### src/rtl/instruction_decode_stage.sv
// Registered decode stage between fetch and execute. One-entry output buffer with
// valid/ready flow control, RUN/HALTED/TRAP state machine, illegal-opcode trap, flush,
// and a running count of accepted legal instructions.
module instruction_decode_stage #(
   parameter int unsigned DATA_W     = 32,
   parameter bit          IMM_SIGNED = 1'b1,
   parameter int unsigned ALU_OP_W   = 5,
   parameter int unsigned CNT_W      = 32
) (
   input  logic                i_clk,
   input  logic                i_rst,
   input  logic                i_flush,
   input  logic                i_resume,
   input  logic                i_in_valid,
   output logic                o_in_ready,
   input  logic [31:0]         i_instruction,
   output logic                o_out_valid,
   input  logic                i_out_ready,
   output logic [4:0]          o_reg1,
   output logic [4:0]          o_reg2,
   output logic [4:0]          o_reg3,
   output logic [4:0]          o_s_r_amount,
   output logic [DATA_W-1:0]   o_imm_ext,
   output logic [ALU_OP_W-1:0] o_alu_opcode,
   output logic                o_write_enable,
   output logic                o_jump_mux_signal,
   output logic                o_write_back_on_register_mux_signal,
   output logic                o_alu_input_mux_signal,
   output logic                o_pc_enable,
   output logic                o_trap,
   output logic [31:0]         o_trap_insn,
   output logic [CNT_W-1:0]    o_decode_count
);

   typedef enum logic [1:0] {StRun, StHalted, StTrap} state_e;

   state_e              r_state;
   state_e              w_state_next;

   logic [5:0]          w_op;
   logic                w_halt, w_legal, w_illegal;
   logic                w_accept, w_accept_legal, w_in_ready;
   logic [4:0]          w_reg1, w_reg2, w_reg3, w_sr, w_alu;
   logic                w_we, w_jump, w_wb, w_ain;
   logic [DATA_W-1:0]   w_imm;

   logic                r_out_valid;
   logic [4:0]          r_reg1, r_reg2, r_reg3, r_sr;
   logic [DATA_W-1:0]   r_imm;
   logic [ALU_OP_W-1:0] r_alu;
   logic                r_we, r_jump, r_wb, r_ain;
   logic [31:0]         r_trap_insn;
   logic [CNT_W-1:0]    r_decode_count;

   assign w_op           = i_instruction[31:26];
   assign w_illegal      = !w_legal && !w_halt;
   assign w_accept       = i_in_valid && w_in_ready;
   assign w_accept_legal = w_accept && w_legal;

   // Immediate extension; loop form keeps DATA_W == 16 legal.
   always_comb begin
      w_imm       = '0;
      w_imm[15:0] = i_instruction[15:0];
      for (int i = 16; i < DATA_W; i++) begin
         w_imm[i] = IMM_SIGNED & i_instruction[15];
      end
   end

   // Opcode class decode into bundle fields.
   always_comb begin
      w_halt  = (w_op == 6'd0);
      w_legal = 1'b1;
      w_reg1  = '0;
      w_reg2  = '0;
      w_reg3  = '0;
      w_sr    = '0;
      w_alu   = '0;
      w_we    = 1'b0;
      w_jump  = 1'b0;
      w_wb    = 1'b0;
      w_ain   = 1'b0;
      case (w_op) inside
         6'd0: w_legal = 1'b0;
         [6'd1:6'd15]: begin
            w_reg3 = i_instruction[25:21];
            w_reg1 = i_instruction[20:16];
            w_reg2 = i_instruction[15:11];
            w_sr   = i_instruction[10:6];
            w_alu  = {1'b0, w_op[3:0]};
            w_we   = 1'b1;
            w_wb   = 1'b1;
         end
         [6'd18:6'd23]: begin
            w_reg3 = i_instruction[25:21];
            w_reg1 = i_instruction[20:16];
            w_we   = 1'b1;
            w_wb   = 1'b1;
            w_ain  = 1'b1;
            case (w_op)
               6'd18:   w_alu = 5'd1;
               6'd19:   w_alu = 5'd2;
               6'd20:   w_alu = 5'd3;
               6'd21:   w_alu = 5'd4;
               6'd22:   w_alu = 5'd9;
               default: w_alu = 5'd10;
            endcase
         end
         // Loads (24,25) write back from memory; stores (26,27) do not write.
         [6'd24:6'd27]: begin
            w_reg1 = i_instruction[25:21];
            w_reg3 = i_instruction[25:21];
            w_reg2 = i_instruction[20:16];
            w_alu  = 5'd1;
            w_we   = ~w_op[1];
            w_ain  = 1'b1;
         end
         6'd30, 6'd31: begin
            w_reg1 = i_instruction[25:21];
            w_reg2 = i_instruction[20:16];
            w_alu  = {4'b1000, w_op[0]};
            w_jump = 1'b1;
            w_wb   = 1'b1;
         end
         default: w_legal = 1'b0;
      endcase
   end

   // State register.
   always_ff @(posedge i_clk) begin
      if (i_rst) r_state <= StRun;
      else       r_state <= w_state_next;
   end

   // Next-state logic.
   always_comb begin
      w_state_next = r_state;
      unique case (r_state)
         StRun: begin
            if (w_accept && w_halt)         w_state_next = StHalted;
            else if (w_accept && w_illegal) w_state_next = StTrap;
         end
         StHalted, StTrap: begin
            if (i_resume) w_state_next = StRun;
         end
         default: w_state_next = StRun;
      endcase
   end

   // State-derived outputs and input handshake.
   always_comb begin
      o_pc_enable = (r_state == StRun);
      o_trap      = (r_state == StTrap);
      w_in_ready  = (r_state == StRun) && !i_flush && (!r_out_valid || i_out_ready);
   end

   // Output buffer, trap capture and counter.
   always_ff @(posedge i_clk) begin
      if (i_rst) begin
         r_out_valid    <= 1'b0;
         r_reg1         <= '0;
         r_reg2         <= '0;
         r_reg3         <= '0;
         r_sr           <= '0;
         r_imm          <= '0;
         r_alu          <= '0;
         r_we           <= 1'b0;
         r_jump         <= 1'b0;
         r_wb           <= 1'b0;
         r_ain          <= 1'b0;
         r_trap_insn    <= '0;
         r_decode_count <= '0;
      end else begin
         if (i_flush)                         r_out_valid <= 1'b0;
         else if (w_accept_legal)             r_out_valid <= 1'b1;
         else if (r_out_valid && i_out_ready) r_out_valid <= 1'b0;
         if (w_accept_legal) begin
            r_reg1         <= w_reg1;
            r_reg2         <= w_reg2;
            r_reg3         <= w_reg3;
            r_sr           <= w_sr;
            r_imm          <= w_imm;
            r_alu          <= ALU_OP_W'(w_alu);
            r_we           <= w_we;
            r_jump         <= w_jump;
            r_wb           <= w_wb;
            r_ain          <= w_ain;
            r_decode_count <= r_decode_count + CNT_W'(1);
         end
         if (w_accept && w_illegal) r_trap_insn <= i_instruction;
      end
   end

   assign o_in_ready                          = w_in_ready;
   assign o_out_valid                         = r_out_valid;
   assign o_reg1                              = r_reg1;
   assign o_reg2                              = r_reg2;
   assign o_reg3                              = r_reg3;
   assign o_s_r_amount                        = r_sr;
   assign o_imm_ext                           = r_imm;
   assign o_alu_opcode                        = r_alu;
   assign o_write_enable                      = r_we;
   assign o_jump_mux_signal                   = r_jump;
   assign o_write_back_on_register_mux_signal = r_wb;
   assign o_alu_input_mux_signal              = r_ain;
   assign o_trap_insn                         = r_trap_insn;
   assign o_decode_count                      = r_decode_count;

endmodule
### config.mk
export PLATFORM = sky130hd
export DESIGN_NAME = instruction_decode_stage
export DESIGN_NICKNAME = d
export VERILOG_FILES = /design/src/rtl/instruction_decode_stage.sv
export SDC_FILE = /design/constraint.sdc
export NUM_CORES = 1
export LEC_CHECK = 0
export ABC_AREA = 0
export CORE_MARGIN = 2
export CORE_UTILIZATION = 42
export CTS_BUF_LIST = sky130_fd_sc_hd__clkbuf_4
export DETAILED_ROUTE_END_ITERATION = 6
export PLACE_DENSITY = 0.83
export SLEW_MARGIN = 20
export SYNTH_ARGS = -nofsm -noshare
export SYNTH_HDL_FRONTEND = slang
export SYNTH_SLANG_ARGS = --single-unit
### constraint.sdc
create_clock -name i_clk -period 1.76 [get_ports i_clk]
set_input_delay 0.352 -clock i_clk [delete_from_list [all_inputs] [get_ports i_clk]]
set_output_delay 0.352 -clock i_clk [all_outputs]
set_load 0.03 [all_outputs]
**Run 1: clock wiring as the flow saved it**

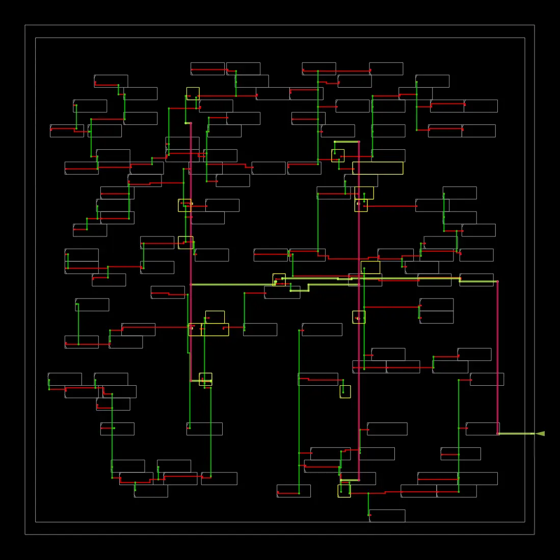
TritonCTS Sinks: 111
Fin Clk Skew: 29.40 ps

**Run 1: signal metal coverage by tile**

22 x 22 tiles, from dark blue (low) to red (high), scaled to the fullest tile. Values are wire area over tile area, all layers added.
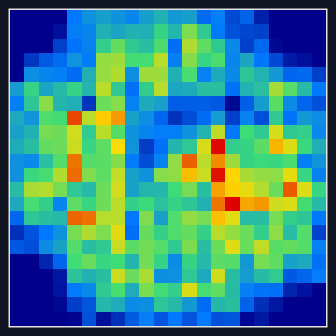
mean over tiles	0.22
tiles over half the peak	32%
emptiest ninth of the die	top right
fullest tile	0.58
nearly empty tiles	11%
DRT Wirelength: 17500 um
WL/cell: 17.95 um
via count: 5347

==> results.tsv, run 1 <==
stage	metric	value	unit
status	status	finished with violations	
status	violations	setup timing	
synthesis	netlist.area_leader.share	0.4570	
final_layout	flop_area	2266	um^2
final_layout	flop-count	111	
power_and_ir_drop	power	5.078	mW
power_and_ir_drop	power_leader	registers	
die	fp.dieArea	12450	um^2
clock_network	post_cts_resized	218	
final_layout	clk_share	0.02023	
place	pre_cts_ws	-612.2	ps
grt	grt_use_met3	0.05171	
synthesis	fa_ha_area_frac	0.007720	
die	rows	39	
final_layout	drive_gt1_frac	0.3594	
clock_network	cts_tree	built	
power_and_ir_drop	intPower	3.470	mW
final_layout	comb_area_frac	0.3655	
synthesis	synthCells	594	
clock_network	cts_made_buffers	9	
synthesis	xor_share	0.03603	
final_layout	fillers	858	
power_and_ir_drop	seqPwrFrac	0.514	
clock_network	holdBufCountCts	0	
critical_path	critPathMaxFanout	5	
sta	period_used_share	1.100	
critical_path	ff2ff_setup_slack	-180	ps
grt	track_usage	0.2497	
sta	worstMarginPinSlew	522.9	ps
critical_path	start_kind	flip-flop	
synthesis	ys_cells	594	
sta	finalCriticalPeriod	1937	ps
min_path	hold_path_class	input port to flip-flop	
die	io_pins	167	
detailed_routing	antenna_left	0	
final_layout	layout_top_cell_excl_fill_tap	dlygate4sd2_1	
place	dp_cells	926	
sta	finalSetupViolations	90	
critical_path	end_kind	flip-flop	
grt	overflow	0	
clock_network	cts-root-buf	clkbuf_4	
synthesis	mux_share	0.004632	
min_path	min-delay-start	i_rst	
power_and_ir_drop	switching_share	0.3166	
critical_path	r2r-end	o_trap_insn[29]	
power_and_ir_drop	ir_drop	0.0004223	V
grt	grt_pass1_wl	25590	um
detailed_routing	first_pass_iters	4	
grt	busiest_layer	met2	
clock_network	clk_path_buf_depth	2	
final_layout	fin_cells	975	
power_and_ir_drop	p_leak	3.532	nW
clock_network	post-cts-setup-buffers	18	
die	die_h	111.6	um
grt	grtUsageMet2	0.4573	
clock_network	cts_max_level	3	
synthesis	compound_area_frac	0.1446	
detailed_routing	drc	0	
grt	grt_util_met1	0.2924	
critical_path	critPathLaunch	r_state[0]	
final_layout	num_antenna_cells	0	
sta	timing.final.ws_setup	-176.9	ps
grt	grt_max_degree	39	
synthesis	syn_area_per_cell	8.185	um^2
detailed_routing	drt_iter0_drc	261	
detailed_routing	top_layer_used	met4	
final_layout	buffer_area_frac	0.3069	
**Run 1: routed clock nets over the placement**

The bar under the picture is 20 um long.
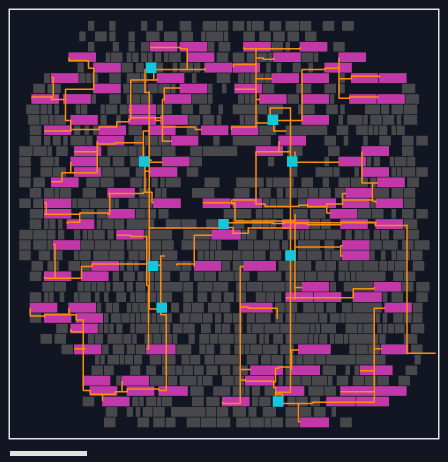
[flip-flops] magenta | count: 111
[clock-net drivers] cyan | count: 9
[clock wires] orange | length: 1310 um
routed clock nets	10
flops lie	spread over the die
P_clk: 1.46 mW
Clock Power Share: 0.288
later-pin clock latency in the skew report: 510 ps

## run 1: Yosys cell counts (2+ instances only)
cell	number
nor4_1	7
o21ai_0	9
nand4b_1	5
dfxtp_1	111
a21oi_1	75
buf_4	21
clkbuf_1	18
xor2_1	6
ha_1	3
a221o_1	5
nand2b_1	3
nor2b_1	8
and3_1	8
xnor2_1	14
o21ai_1	2
inv_1	7
nand2_1	125
or4_1	8
o31ai_1	5
mux2_2	2
a221oi_1	5
nor3_1	14
nand3b_1	2
and4_1	4
nor2_1	43
or3_1	6
buf_6	4
buf_2	12
and2_1	2
nand4_1	10
a22oi_1	6
nand3_1	21
## run 1: worst max-delay path: stages (launching register included)
cell and delay (ps):
dfxtp_2 360, inv_2 80, ha_4 130, and2b_2 200, nand3_4 90, or4_4 570, buf_6 160, buf_4 130
nand2_1 60, a21oi_1 60
==> run 2: changes to the inputs <==
--- a/config.mk
+++ b/config.mk
@@ -6,6 +6,7 @@
 export NUM_CORES = 1
 export LEC_CHECK = 0
 export ABC_AREA = 0
+export ABC_CLOCK_PERIOD_IN_PS = 1760
 export CORE_MARGIN = 2
 export CORE_UTILIZATION = 42
 export CTS_BUF_LIST = sky130_fd_sc_hd__clkbuf_4
**Run 2: met4 routing**

Cells faint in the background.
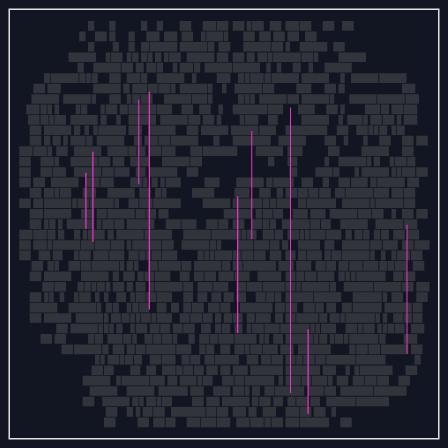
nets with wire on the layer	8
main direction	vertical

==> results.tsv, run 2 <==
stage	metric	value	unit
detailed_routing	antenna_left	0	
clock_network	cts_max_level	3	
status	violations	setup timing	
clock_network	holdBufCountCts	0	
final_layout	comb_area_frac	0.3655	
critical_path	slowest_delay	570	ps
critical_path	critPathLaunch	r_state[0]	
synthesis	common_cells	nand2_1, dfxtp_1, a21oi_1	
clock_network	post-cts-setup-buffers	18	
synthesis	netlist.area_leader.share	0.4570	
grt	busiest_layer	met2	
critical_path	path_class	flip-flop to flip-flop	
sta	finalSetupViolations	90	
final_layout	fin_cells	975	
critical_path	end_kind	flip-flop	
final_layout	layout_top_cells	dlygate4sd2_1, nand2_1, dfxtp_1	
synthesis	syn_area_per_cell	8.185	um^2
detailed_routing	wl	17500	um
critical_path	crit_path_top_delay_cell	or4_4	
detailed_routing	drt-wirelength-per-cell	17.95	um
final_layout	buffer_area_frac	0.3069	
status	status	finished with violations	
sta	finalCriticalPeriod	1937	ps
synthesis	top_cell	nand2_1	
final_layout	drive_gt1_frac	0.3594	
critical_path	critPathMaxFanout	5	
final_layout	layout_top_cell_excl_fill_tap	dlygate4sd2_1	
final_layout	num_antenna_cells	0	
final_layout	synthToLayoutAreaGrowth	65.36	%
critical_path	path_delay_family	simple AND/OR/NAND/NOR gates	
grt	grt_max_degree	39	
critical_path	path_depth	9	
die	io_pins	167	
grt	grt_use_met3	0.05171	
detailed_routing	drt_iter0_drc	261	
die	die_h	111.6	um
min_path	min-delay-start	i_rst	
synthesis	synthCells	594	
sta	skew	29.40	ps
critical_path	critPathBufInv	3	
detailed_routing	drc	0	
place	dp_cells	926	
sta	timing.final.ws_setup	-176.9	ps
detailed_routing	vias	5347	
clock_network	worstSkewPairLatency	510	ps
synthesis	synthTopCellsByArea	dfxtp_1, nand2_1, a21oi_1, nor2_1, buf_4	
final_layout	comb_cells	421	
synthesis	ys_cells	594	
grt	grt_pass1_wl	25590	um
clock_network	post_cts_resized	218	
grt	grt_pass1_vias	5285	
die	rows	39	
clock_network	cts_tree	built	
clock_network	cts_made_buffers	9	
final_layout	logic_area	2939	um^2
grt	overflow	0	
final_layout	flop-count	111	
clock_network	clk_path_buf_depth	2	
detailed_routing	first_pass_iters	4	
power_and_ir_drop	p_leak	3.532	nW
critical_path	ff2ff_setup_slack	-180	ps
place	pre_cts_ws	-612.2	ps
power_and_ir_drop	power	5.078	mW
grt	grt_util_met1	0.2924	
final_layout	design_area	8040	um^2
die	coreArea	11370	um^2
critical_path	cp_cell_sequence	inv_2, ha_4, and2b_2, nand3_4, or4_4, buf_6, buf_4, nand2_1, a21oi_1	
detailed_routing	top_layer_used	met4	
final_layout	flop_area	2266	um^2
power_and_ir_drop	ir_drop	0.0004223	V
final_layout	fillers	858	
min_path	hold_path_class	input port to flip-flop	
clock_network	clock_sinks	111	
sta	period_used_share	1.100	
final_layout	clk_share	0.02023	
clock_network	cts-root-buf	clkbuf_4	
grt	grtUsageMet2	0.4573	
die	fp.dieArea	12450	um^2
synthesis	yosysChipArea	4862	um^2
sta	worstMarginPinSlew	522.9	ps
**Run 2: signal metal coverage by tile**

22 x 22 tiles, from dark blue (low) to red (high), scaled to the fullest tile. Values are wire area over tile area, all layers added.
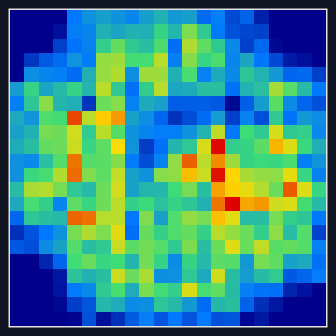
mean over tiles	0.22
tiles over half the peak	32%
fullest tile	0.58
total track usage: 0.2497

run 2: cell counts after synthesis:
Identical to the previous run, type by type.
run 2: cells by family (layout without fill, tap and decap cells):
group           after synthesis  in the layout  synth area share
compound gates              119            119            0.1446
xor+xnor                     20             20           0.03603
fa+ha+maj                     3              3          0.007721
buf+inv                      62            300           0.07334
flops                       111            111            0.4570
mux                           2              2          0.004632
simple gates                277            277            0.2766
run 2: where the power goes:
part | leakage (nW) | internal, mW | switching (mW) | total [mW]
logic | 2.53 | 0.420 | 0.590 | 1.01
registers | 0.911 | 2.57 | 0.0390 | 2.61
clock network | 0.0896 | 0.481 | 0.979 | 1.46
total | 3.53 | 3.47 | 1.61 | 5.08
**Run 2: routed clock nets over the placement**

The bar under the picture is 20 um long.
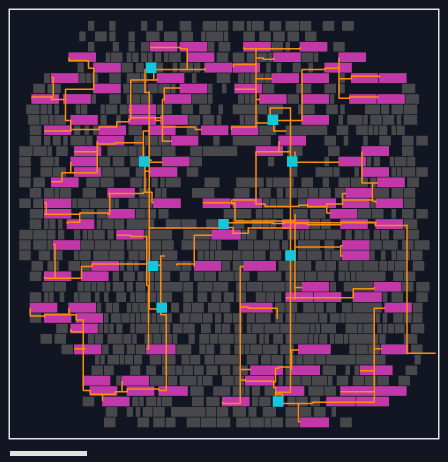

==> run 3: changes to the inputs <==
--- a/config.mk
+++ b/config.mk
@@ -6,7 +6,7 @@
 export NUM_CORES = 1
 export LEC_CHECK = 0
 export ABC_AREA = 0
-export ABC_CLOCK_PERIOD_IN_PS = 1760
+export ABC_CLOCK_PERIOD_IN_PS = 1700
 export CORE_MARGIN = 2
 export CORE_UTILIZATION = 42
 export CTS_BUF_LIST = sky130_fd_sc_hd__clkbuf_4
==> constraint.sdc (replaced) <==
create_clock -name i_clk -period 1.7 [get_ports i_clk]
set_input_delay 0.34 -clock i_clk [delete_from_list [all_inputs] [get_ports i_clk]]
set_output_delay 0.34 -clock i_clk [all_outputs]
set_load 0.03 [all_outputs]
**Run 3: routed clock nets over the placement**

The bar under the picture is 20 um long.
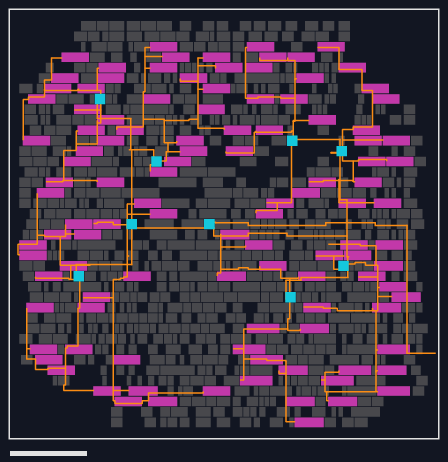
[flip-flops] magenta | count: 111
[clock-net drivers] cyan | count: 9
[clock wires] orange | length: 1270 um
flops lie	spread over the die
routed clock nets	10
later-pin clock latency in the skew report: 480 ps
Clock Power Share: 0.237
P_clk: 1.20 mW

**Run 3: met4 routing**

Cells faint in the background.
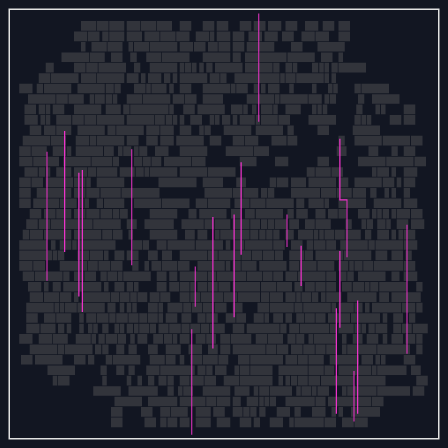
main direction	vertical
wire length on this layer	486 um
DRT Wirelength: 18550 um
via count: 5545

==> results.tsv, run 3 <==
stage	metric	value	unit
status	status	finished with violations	
status	violations	setup timing	
critical_path	end_kind	flip-flop	
power_and_ir_drop	ir_drop	0.0006791	V
sta	finalSetupViolations	104	
synthesis	ys_top_logic_family	simple AND/OR/NAND/NOR gates	
critical_path	critPathBufInv	3	
synthesis	compound_area_frac	0.1446	
min_path	min-delay-start	i_rst	
synthesis	synthSimpleGateAreaFrac	0.2766	
power_and_ir_drop	intPower	3.518	mW
critical_path	path_class	flip-flop to flip-flop	
grt	track_usage	0.2804	
synthesis	fa_ha_area_frac	0.007720	
power_and_ir_drop	power	5.051	mW
synthesis	synthTopCellsByArea	dfxtp_1, nand2_1, a21oi_1, nor2_1, buf_4	
clock_network	clock_sinks	111	
final_layout	num_antenna_cells	0	
min_path	hold_path_class	input port to flip-flop	
clock_network	post_cts_resized	325	
grt	overflow	0	
detailed_routing	top_layer_used	met4	
clock_network	clk_path_buf_depth	2	
clock_network	holdBufCountCts	0	
critical_path	path_delay_family	simple AND/OR/NAND/NOR gates	
synthesis	syn_area_per_cell	8.185	um^2
final_layout	layout_top_cell_excl_fill_tap	nand2_1	
grt	busiest_layer	met2	
synthesis	synthCells	594	
grt	grt_pass1_wl	28210	um
grt	grt_util_met1	0.3271	
final_layout	flop_area	2270	um^2
synthesis	common_cells	nand2_1, dfxtp_1, a21oi_1	
detailed_routing	drt-wirelength-per-cell	18.72	um
die	chipWidth	111.6	um
clock_network	cts_max_level	3	
sta	period_used_share	1.183	
critical_path	crit_path_top_delay_cell	or4_4	
critical_path	slowest_delay	500	ps
synthesis	xor_share	0.03603	
grt	grtUsageMet2	0.5122	
synthesis	netlist.area_leader.share	0.4570	
synthesis	mux_share	0.004632	
synthesis	yosysChipArea	4862	um^2
sta	timing.final.ws_setup	-311.4	ps
sta	worstMarginPinSlew	411.4	ps
power_and_ir_drop	p_sw	1.533	mW
critical_path	start_kind	flip-flop	
detailed_routing	first_pass_iters	5	
critical_path	cp_cell_sequence	inv_2, ha_4, and2b_2, buf_4, and4_4, buf_12, nand3_4, or4_4, a21oi_2	
detailed_routing	drt_iter0_drc	377	
clock_network	post-cts-setup-buffers	28	
die	die_h	111.6	um
detailed_routing	drc	0	
power_and_ir_drop	seqPwrFrac	0.535	
critical_path	path_depth	9	
grt	grt_max_degree	65	
power_and_ir_drop	p_leak	3.548	nW
power_and_ir_drop	p_comb_frac	0.227	
grt	grt_use_met3	0.06097	
clock_network	cts_made_buffers	9	
critical_path	r2r-end	o_decode_count[27]	
[run 3: metrics by stage]
stage | std cells | utilization | setup TNS (ps) | worst slack, ps | instance area, um^2
6_report | 991 | 0.7323 | -18360 | -311.4 | 8325
2_1_floorplan | 594 | - | -11560 | -227.0 | 5000
5_1_grt | 991 | 0.7323 | -25420 | -386.7 | 8325
3_5_place_dp | 930 | 0.6309 | -66070 | -691.3 | 7173
4_1_cts | 980 | 0.7200 | -14260 | -282.8 | 8187
3_3_place_gp | 930 | 0.6309 | -58690 | -626.7 | 7173
[run 3: final cells by class]
cell class	instances	area share
multi-input combinational	421	0.3535
timing repair buffer	293	0.3356
sequential	111	0.2726
tap	143	0.02149
clock buffer	12	0.01082
inverter	7	0.003156
clock inverter	4	0.002855
Power and IR drop assume default switching activity.
